$ cat src/rtl/screen_scan_reader_pkg.sv
// ----------------------------------------------------------------------------
// screen_scan_reader_pkg
// Shared constants and types for the screen scan reader:
//   - screen geometry (512 x 256 monochrome, 16 pixels per RAM word)
//   - pixel coordinate widths
//   - scan FSM state encoding
// ----------------------------------------------------------------------------
package screen_scan_reader_pkg;

  localparam int SCREEN_WIDTH  = 512;
  localparam int SCREEN_HEIGHT = 256;
  localparam int WORD_WIDTH    = 16;
  localparam int PIX_PER_WORD  = 16;

  localparam int X_WIDTH = $clog2(SCREEN_WIDTH);
  localparam int Y_WIDTH = $clog2(SCREEN_HEIGHT);

  typedef enum logic [1:0] {
    IDLE   = 2'd0,
    SCAN   = 2'd1,
    FINISH = 2'd2
  } scan_state_t;

endpackage

$ cat src/rtl/screen_scan_reader_if.sv
// ----------------------------------------------------------------------------
// screen_scan_reader_if
// Bundles the RAM read port and the pixel stream of the scan reader.
//   mem_req / mem_grant / mem_address / mem_rdata : arbitrated RAM read
//   pix_valid / pix_ready / pix_value / pix_x / pix_y : pixel stream
// master = the scan reader, slave = RAM/arbiter plus display consumer.
// ----------------------------------------------------------------------------
interface screen_scan_reader_if #(
  parameter int ADDR_WIDTH = 14
);
  import screen_scan_reader_pkg::*;

  logic                  mem_req;
  logic                  mem_grant;
  logic [ADDR_WIDTH-1:0] mem_address;
  logic [WORD_WIDTH-1:0] mem_rdata;

  logic                  pix_valid;
  logic                  pix_ready;
  logic                  pix_value;
  logic [X_WIDTH-1:0]    pix_x;
  logic [Y_WIDTH-1:0]    pix_y;

  modport master (
    output mem_req, mem_address,
    input  mem_grant, mem_rdata,
    output pix_valid, pix_value, pix_x, pix_y,
    input  pix_ready
  );

  modport slave (
    input  mem_req, mem_address,
    output mem_grant, mem_rdata,
    input  pix_valid, pix_value, pix_x, pix_y,
    output pix_ready
  );

endinterface

$ cat src/rtl/screen_word_fifo.sv
// ----------------------------------------------------------------------------
// screen_word_fifo
// Two-entry, 16-bit word FIFO between the RAM read data and the pixel shifter.
// Ports:
//   i_clk, i_reset : clock, synchronous active-high reset (clears pointers/count)
//   i_push, i_data : write a word (ignored when full)
//   i_pop          : consume the head word (ignored when empty)
//   o_data         : head word (valid when o_count != 0)
//   o_count        : number of stored words, 0..2
// ----------------------------------------------------------------------------
module screen_word_fifo
  import screen_scan_reader_pkg::*;
(
  input  logic                  i_clk,
  input  logic                  i_reset,
  input  logic                  i_push,
  input  logic [WORD_WIDTH-1:0] i_data,
  input  logic                  i_pop,
  output logic [WORD_WIDTH-1:0] o_data,
  output logic [1:0]            o_count
);

  logic       r_wr_ptr;
  logic       r_rd_ptr;
  logic [1:0] r_count;
  logic       w_do_push;
  logic       w_do_pop;

  assign w_do_push = i_push && (r_count != 2'd2);
  assign w_do_pop  = i_pop  && (r_count != 2'd0);

  // Storage entries carry no reset; only the pointers/count define contents.
  for (genvar gi = 0; gi < 2; gi++) begin : g_entry
    logic [WORD_WIDTH-1:0] r_word;
    always_ff @(posedge i_clk) begin
      if (w_do_push && (r_wr_ptr == 1'(gi))) begin
        r_word <= i_data;
      end
    end
  end

  always_ff @(posedge i_clk) begin
    if (i_reset) begin
      r_wr_ptr <= 1'b0;
      r_rd_ptr <= 1'b0;
      r_count  <= 2'd0;
    end else begin
      if (w_do_push) r_wr_ptr <= ~r_wr_ptr;
      if (w_do_pop)  r_rd_ptr <= ~r_rd_ptr;
      r_count <= r_count + {1'b0, w_do_push} - {1'b0, w_do_pop};
    end
  end

  assign o_data  = r_rd_ptr ? g_entry[1].r_word : g_entry[0].r_word;
  assign o_count = r_count;

endmodule

$ cat src/rtl/screen_scan_reader.sv
// ----------------------------------------------------------------------------
// screen_scan_reader
// Scans one monochrome frame out of a 16-bit word RAM and serialises it into
// a pixel stream (LSB of each word is the leftmost pixel).
// Ports:
//   i_clk, i_reset : clock, synchronous active-high reset
//   i_start        : one-cycle pulse, starts a frame when idle
//   o_busy         : frame in progress
//   o_frame_done   : one-cycle pulse after the final pixel transfers
//   bus (master)   : RAM read request/grant/address/data and pixel stream
// ----------------------------------------------------------------------------
module screen_scan_reader
  import screen_scan_reader_pkg::*;
#(
  parameter int                    ADDR_WIDTH    = 14,
  parameter logic [ADDR_WIDTH-1:0] BASE_ADDR     = '0,
  parameter int                    WORDS_PER_ROW = 32,
  parameter int                    ROWS          = 256
) (
  input  logic                 i_clk,
  input  logic                 i_reset,
  input  logic                 i_start,
  output logic                 o_busy,
  output logic                 o_frame_done,
  screen_scan_reader_if.master bus
);

  localparam int                 TOTAL_WORDS = WORDS_PER_ROW * ROWS;
  localparam int                 IDX_W       = (TOTAL_WORDS > 1) ? $clog2(TOTAL_WORDS) : 1;
  localparam logic [IDX_W-1:0]   LAST_IDX    = IDX_W'(TOTAL_WORDS - 1);
  localparam logic [X_WIDTH-1:0] LAST_X      = X_WIDTH'(SCREEN_WIDTH - 1);
  localparam logic [Y_WIDTH-1:0] LAST_Y      = Y_WIDTH'(ROWS - 1);

  scan_state_t           r_state;
  scan_state_t           w_state_next;
  logic [IDX_W-1:0]      r_word_idx;
  logic [ADDR_WIDTH-1:0] r_address;
  logic                  r_inflight;
  logic [WORD_WIDTH-1:0] r_shift;
  logic [4:0]            r_remain;
  logic [X_WIDTH-1:0]    r_pix_x;
  logic [Y_WIDTH-1:0]    r_pix_y;
  logic                  r_frame_done;

  logic [1:0]            w_fifo_count;
  logic [WORD_WIDTH-1:0] w_fifo_data;
  logic                  w_mem_req;
  logic                  w_accept;
  logic                  w_pix_valid;
  logic                  w_xfer;
  logic                  w_load;
  logic                  w_last_xfer;
  logic                  w_start_ok;
  logic                  w_frame_end;

  // Word FIFO: the data of an accepted read is on mem_rdata in the cycle
  // after the grant edge, which is exactly when r_inflight is high.
  screen_word_fifo u_fifo (
    .i_clk   (i_clk),
    .i_reset (i_reset),
    .i_push  (r_inflight),
    .i_data  (bus.mem_rdata),
    .i_pop   (w_load),
    .o_data  (w_fifo_data),
    .o_count (w_fifo_count)
  );

  assign w_pix_valid = (r_remain != 5'd0);
  assign w_xfer      = w_pix_valid && bus.pix_ready;
  assign w_accept    = w_mem_req && bus.mem_grant;
  // Reload when empty, or on the transfer of the last bit so the stream has
  // no bubble between words.
  assign w_load      = (w_fifo_count != 2'd0) &&
                       (!w_pix_valid || ((r_remain == 5'd1) && w_xfer));
  assign w_last_xfer = w_xfer && (r_pix_x == LAST_X) && (r_pix_y == LAST_Y);

  // ---------------------------------------------------------------- FSM
  always_ff @(posedge i_clk) begin
    if (i_reset) begin
      r_state <= IDLE;
    end else begin
      r_state <= w_state_next;
    end
  end

  always_comb begin
    w_state_next = r_state;
    w_mem_req    = 1'b0;
    w_start_ok   = 1'b0;
    w_frame_end  = 1'b0;
    case (r_state)
      IDLE: begin
        if (i_start) begin
          w_start_ok   = 1'b1;
          w_state_next = SCAN;
        end
      end
      SCAN: begin
        // Only request while there is guaranteed room for the returning word.
        w_mem_req = (({1'b0, w_fifo_count} + {2'b00, r_inflight}) < 3'd2);
        if (w_mem_req && bus.mem_grant && (r_word_idx == LAST_IDX)) begin
          w_state_next = FINISH;
        end
      end
      FINISH: begin
        if (w_last_xfer) begin
          w_frame_end  = 1'b1;
          w_state_next = IDLE;
        end
      end
      default: w_state_next = IDLE;
    endcase
  end

  // ------------------------------------------------------ read address path
  always_ff @(posedge i_clk) begin
    if (i_reset) begin
      r_word_idx   <= '0;
      r_address    <= BASE_ADDR;
      r_inflight   <= 1'b0;
      r_frame_done <= 1'b0;
    end else begin
      r_inflight   <= w_accept;
      r_frame_done <= w_frame_end;
      if (w_start_ok) begin
        r_word_idx <= '0;
        r_address  <= BASE_ADDR;
      end else if (w_accept) begin
        r_word_idx <= r_word_idx + 1'b1;
        r_address  <= r_address + 1'b1;   // wraps modulo 2^ADDR_WIDTH
      end
    end
  end

  // ---------------------------------------------------- pixel shifter path
  always_ff @(posedge i_clk) begin
    if (i_reset) begin
      r_shift  <= '0;
      r_remain <= 5'd0;
    end else if (w_load) begin
      r_shift  <= w_fifo_data;
      r_remain <= 5'(PIX_PER_WORD);
    end else if (w_xfer) begin
      r_shift  <= {1'b0, r_shift[WORD_WIDTH-1:1]};
      r_remain <= r_remain - 1'b1;
    end
  end

  // Coordinates follow the pixel order, so a plain raster counter suffices.
  // Clearing on frame end keeps a reduced ROWS setting restarting at (0,0).
  always_ff @(posedge i_clk) begin
    if (i_reset) begin
      r_pix_x <= '0;
      r_pix_y <= '0;
    end else if (w_start_ok || w_frame_end) begin
      r_pix_x <= '0;
      r_pix_y <= '0;
    end else if (w_xfer) begin
      if (r_pix_x == LAST_X) begin
        r_pix_x <= '0;
        r_pix_y <= r_pix_y + 1'b1;
      end else begin
        r_pix_x <= r_pix_x + 1'b1;
      end
    end
  end

  // ---------------------------------------------------------------- outputs
  assign bus.mem_req     = w_mem_req;
  assign bus.mem_address = r_address;
  assign bus.pix_valid   = w_pix_valid;
  assign bus.pix_value   = r_shift[0];
  assign bus.pix_x       = r_pix_x;
  assign bus.pix_y       = r_pix_y;
  assign o_busy          = (r_state != IDLE);
  assign o_frame_done    = r_frame_done;

endmodule

$ cat src/flat_wrapper.sv
// flat-port wrapper written by rule: the top's interface ports become plain ports
module screen_scan_reader_flat import screen_scan_reader_pkg::*;
#(
  parameter int                    ADDR_WIDTH    = 14,
  parameter logic [ADDR_WIDTH-1:0] BASE_ADDR     = '0,
  parameter int                    WORDS_PER_ROW = 32,
  parameter int                    ROWS          = 256
)
  (i_clk, i_reset, i_start, o_busy, o_frame_done, bus_mem_req, bus_mem_address, bus_mem_grant, bus_mem_rdata, bus_pix_valid, bus_pix_value, bus_pix_x, bus_pix_y, bus_pix_ready);
  screen_scan_reader_if #(.ADDR_WIDTH(ADDR_WIDTH)) bus_i ();
  input  logic i_clk;
  input  logic i_reset;
  input  logic i_start;
  output logic o_busy;
  output logic o_frame_done;
  output wire logic [$bits(bus_i.mem_req)-1:0] bus_mem_req;
  output wire logic [$bits(bus_i.mem_address)-1:0] bus_mem_address;
  input wire logic [$bits(bus_i.mem_grant)-1:0] bus_mem_grant;
  input wire logic [$bits(bus_i.mem_rdata)-1:0] bus_mem_rdata;
  output wire logic [$bits(bus_i.pix_valid)-1:0] bus_pix_valid;
  output wire logic [$bits(bus_i.pix_value)-1:0] bus_pix_value;
  output wire logic [$bits(bus_i.pix_x)-1:0] bus_pix_x;
  output wire logic [$bits(bus_i.pix_y)-1:0] bus_pix_y;
  input wire logic [$bits(bus_i.pix_ready)-1:0] bus_pix_ready;
  assign bus_mem_req = bus_i.mem_req;
  assign bus_mem_address = bus_i.mem_address;
  assign bus_i.mem_grant = bus_mem_grant;
  assign bus_i.mem_rdata = bus_mem_rdata;
  assign bus_pix_valid = bus_i.pix_valid;
  assign bus_pix_value = bus_i.pix_value;
  assign bus_pix_x = bus_i.pix_x;
  assign bus_pix_y = bus_i.pix_y;
  assign bus_i.pix_ready = bus_pix_ready;
  screen_scan_reader #(.ADDR_WIDTH(ADDR_WIDTH), .BASE_ADDR(BASE_ADDR), .WORDS_PER_ROW(WORDS_PER_ROW), .ROWS(ROWS)) u_core (.i_clk(i_clk), .i_reset(i_reset), .i_start(i_start), .o_busy(o_busy), .o_frame_done(o_frame_done), .bus(bus_i));
endmodule
$ cat config.mk
export PLATFORM = sky130hd
export DESIGN_NAME = screen_scan_reader_flat
export DESIGN_NICKNAME = d
export VERILOG_FILES = /design/src/rtl/screen_scan_reader_pkg.sv /design/src/rtl/screen_scan_reader_if.sv /design/src/rtl/screen_word_fifo.sv /design/src/rtl/screen_scan_reader.sv /design/src/flat_wrapper.sv
export SDC_FILE = /design/constraint.sdc
export NUM_CORES = 1
export LEC_CHECK = 0
export CORE_MARGIN = 2
export CORE_UTILIZATION = 30
export CTS_BUF_LIST = sky130_fd_sc_hd__clkbuf_8
export CTS_CLUSTER_DIAMETER = 120
export CTS_CLUSTER_SIZE = 10
export DETAILED_ROUTE_END_ITERATION = 16
export RECOVER_POWER = 25
export SETUP_SLACK_MARGIN = 0.4
export SYNTH_ARGS = -nofsm -noshare
export SYNTH_HDL_FRONTEND = slang
export SYNTH_SLANG_ARGS = --single-unit
$ cat constraint.sdc
create_clock -name i_clk -period 2.1 [get_ports i_clk]
set_input_delay 0.42 -clock i_clk [delete_from_list [all_inputs] [get_ports i_clk]]
set_output_delay 0.42 -clock i_clk [all_outputs]
set_load 0.02 [all_outputs]
**Floorplan with the power grid**

Bar = 50 um. Pins as bars on the die edge.
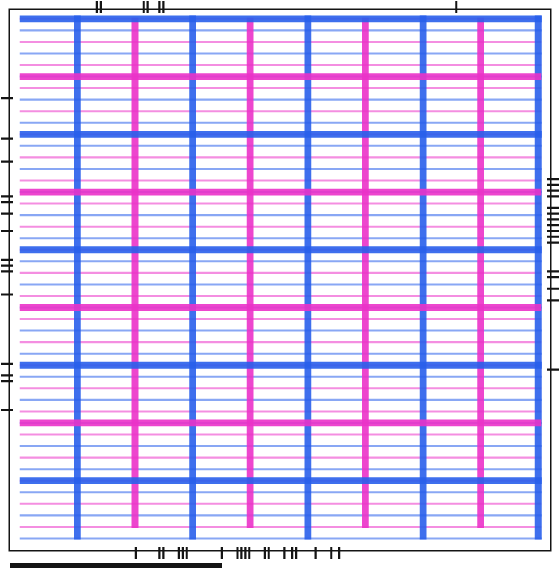
- magenta: VDD
- blue: VSS
- met5 straps: 9
- signal pins: 57
- rows: 45
Core Region: 15000 um2
VDD IR max: 405 uV
Die X-Extent: 127 um
die y size: 127 um

**Placed cells, one color a class**

Bar = 50 um.
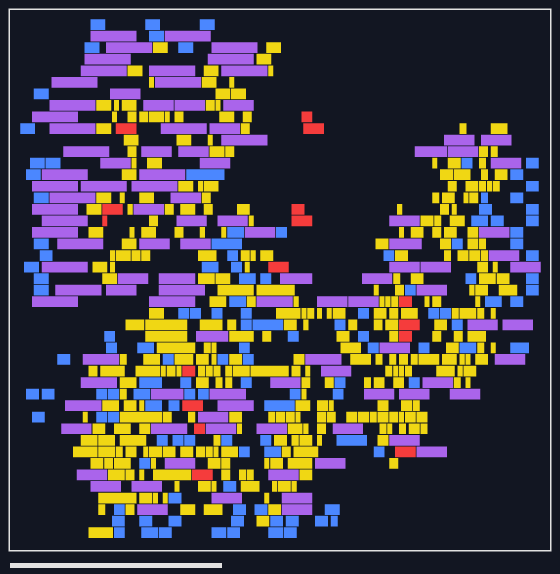
- blue: other buffers and delay cells (cells 125; share of their area 18%)
- red: clock drivers and dummy loads (cells 16; share of their area 2.8%)
- purple: flip-flops (cells 105; share of their area 39%)
- yellow: all other logic (cells 323; share of their area 40%)
final core occ: 43.3%
Seq area share: 37.8%
Std-Cell Rows: 45

**Clock wires, drivers and flops**

Bar = 50 um.
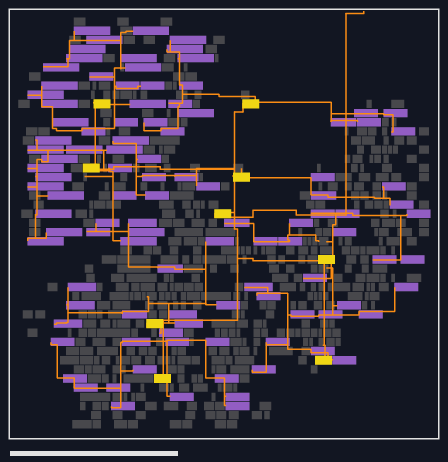
- orange: clock wires (length 1390 um)
- yellow: cells driving clock nets (count 9)
- purple: flip-flops (count 105)
- routed clock nets: 10
Worst Skew: 0.00960 ns
Clock power frac: 20.6%
clk latency late pin: 0.38 ns
Power Clock: 1.20 mW

==> ci_impl_report.md <==
## Implementation flow summary

| Metric | Value |
|---|---|
| Status | `completed` |
| Mapped cell area | `4550 um2` |
| # diodes | `0` |
| DR iter-0 viols | `210` |
| Largest net degree at the start of global routing | `33` |
| TritonCTS Buffers | `9` |
| Max cap viols | `0` |
| # setup viols final | `0` |
| Top Layer Used | `met4` |
| Critical path startpoint | `u_core.bus.pix_x[1]` |
| Syn Inst Count | `443` |
| Worst slew margin | `54.9%` |
| Clock Sinks | `105` |
| Stages on the worst setup path | `8` |
| OpenROAD warning count | `31` |
| Ys cells | `443` |
| Reg2reg setup slack | `0.17 ns` |
| Synth top cell by count | `dfxtp_1` |
| # clk buffers | `9` |
| Syn Nets | `474` |
| Vias in the first global route | `3664` |
**Wiring by layer**

Two of the layers only.
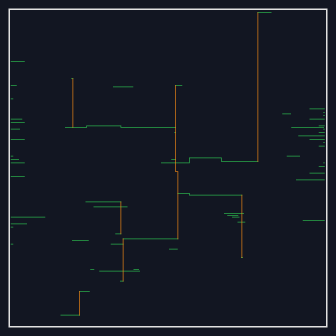
- orange: met4 (wire length 207 um)
- green: met3 (wire length 393 um)
final WL: 10.8 mm
Overall Global Routing Usage: 13.5%
via count: 3745

**Cell placement**

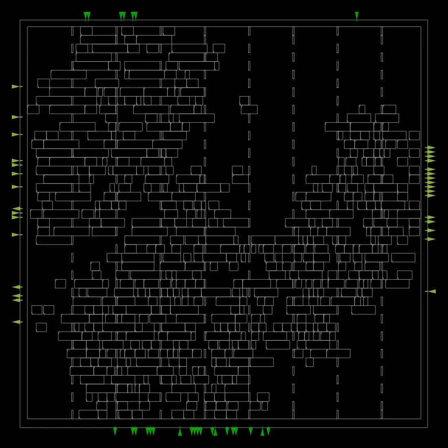
n_taps: 188
tally of non-filler cells in the final layout: 757
Fill cells: 1412
seq_cells: 105

Power is estimated from default activity; no workload was simulated.
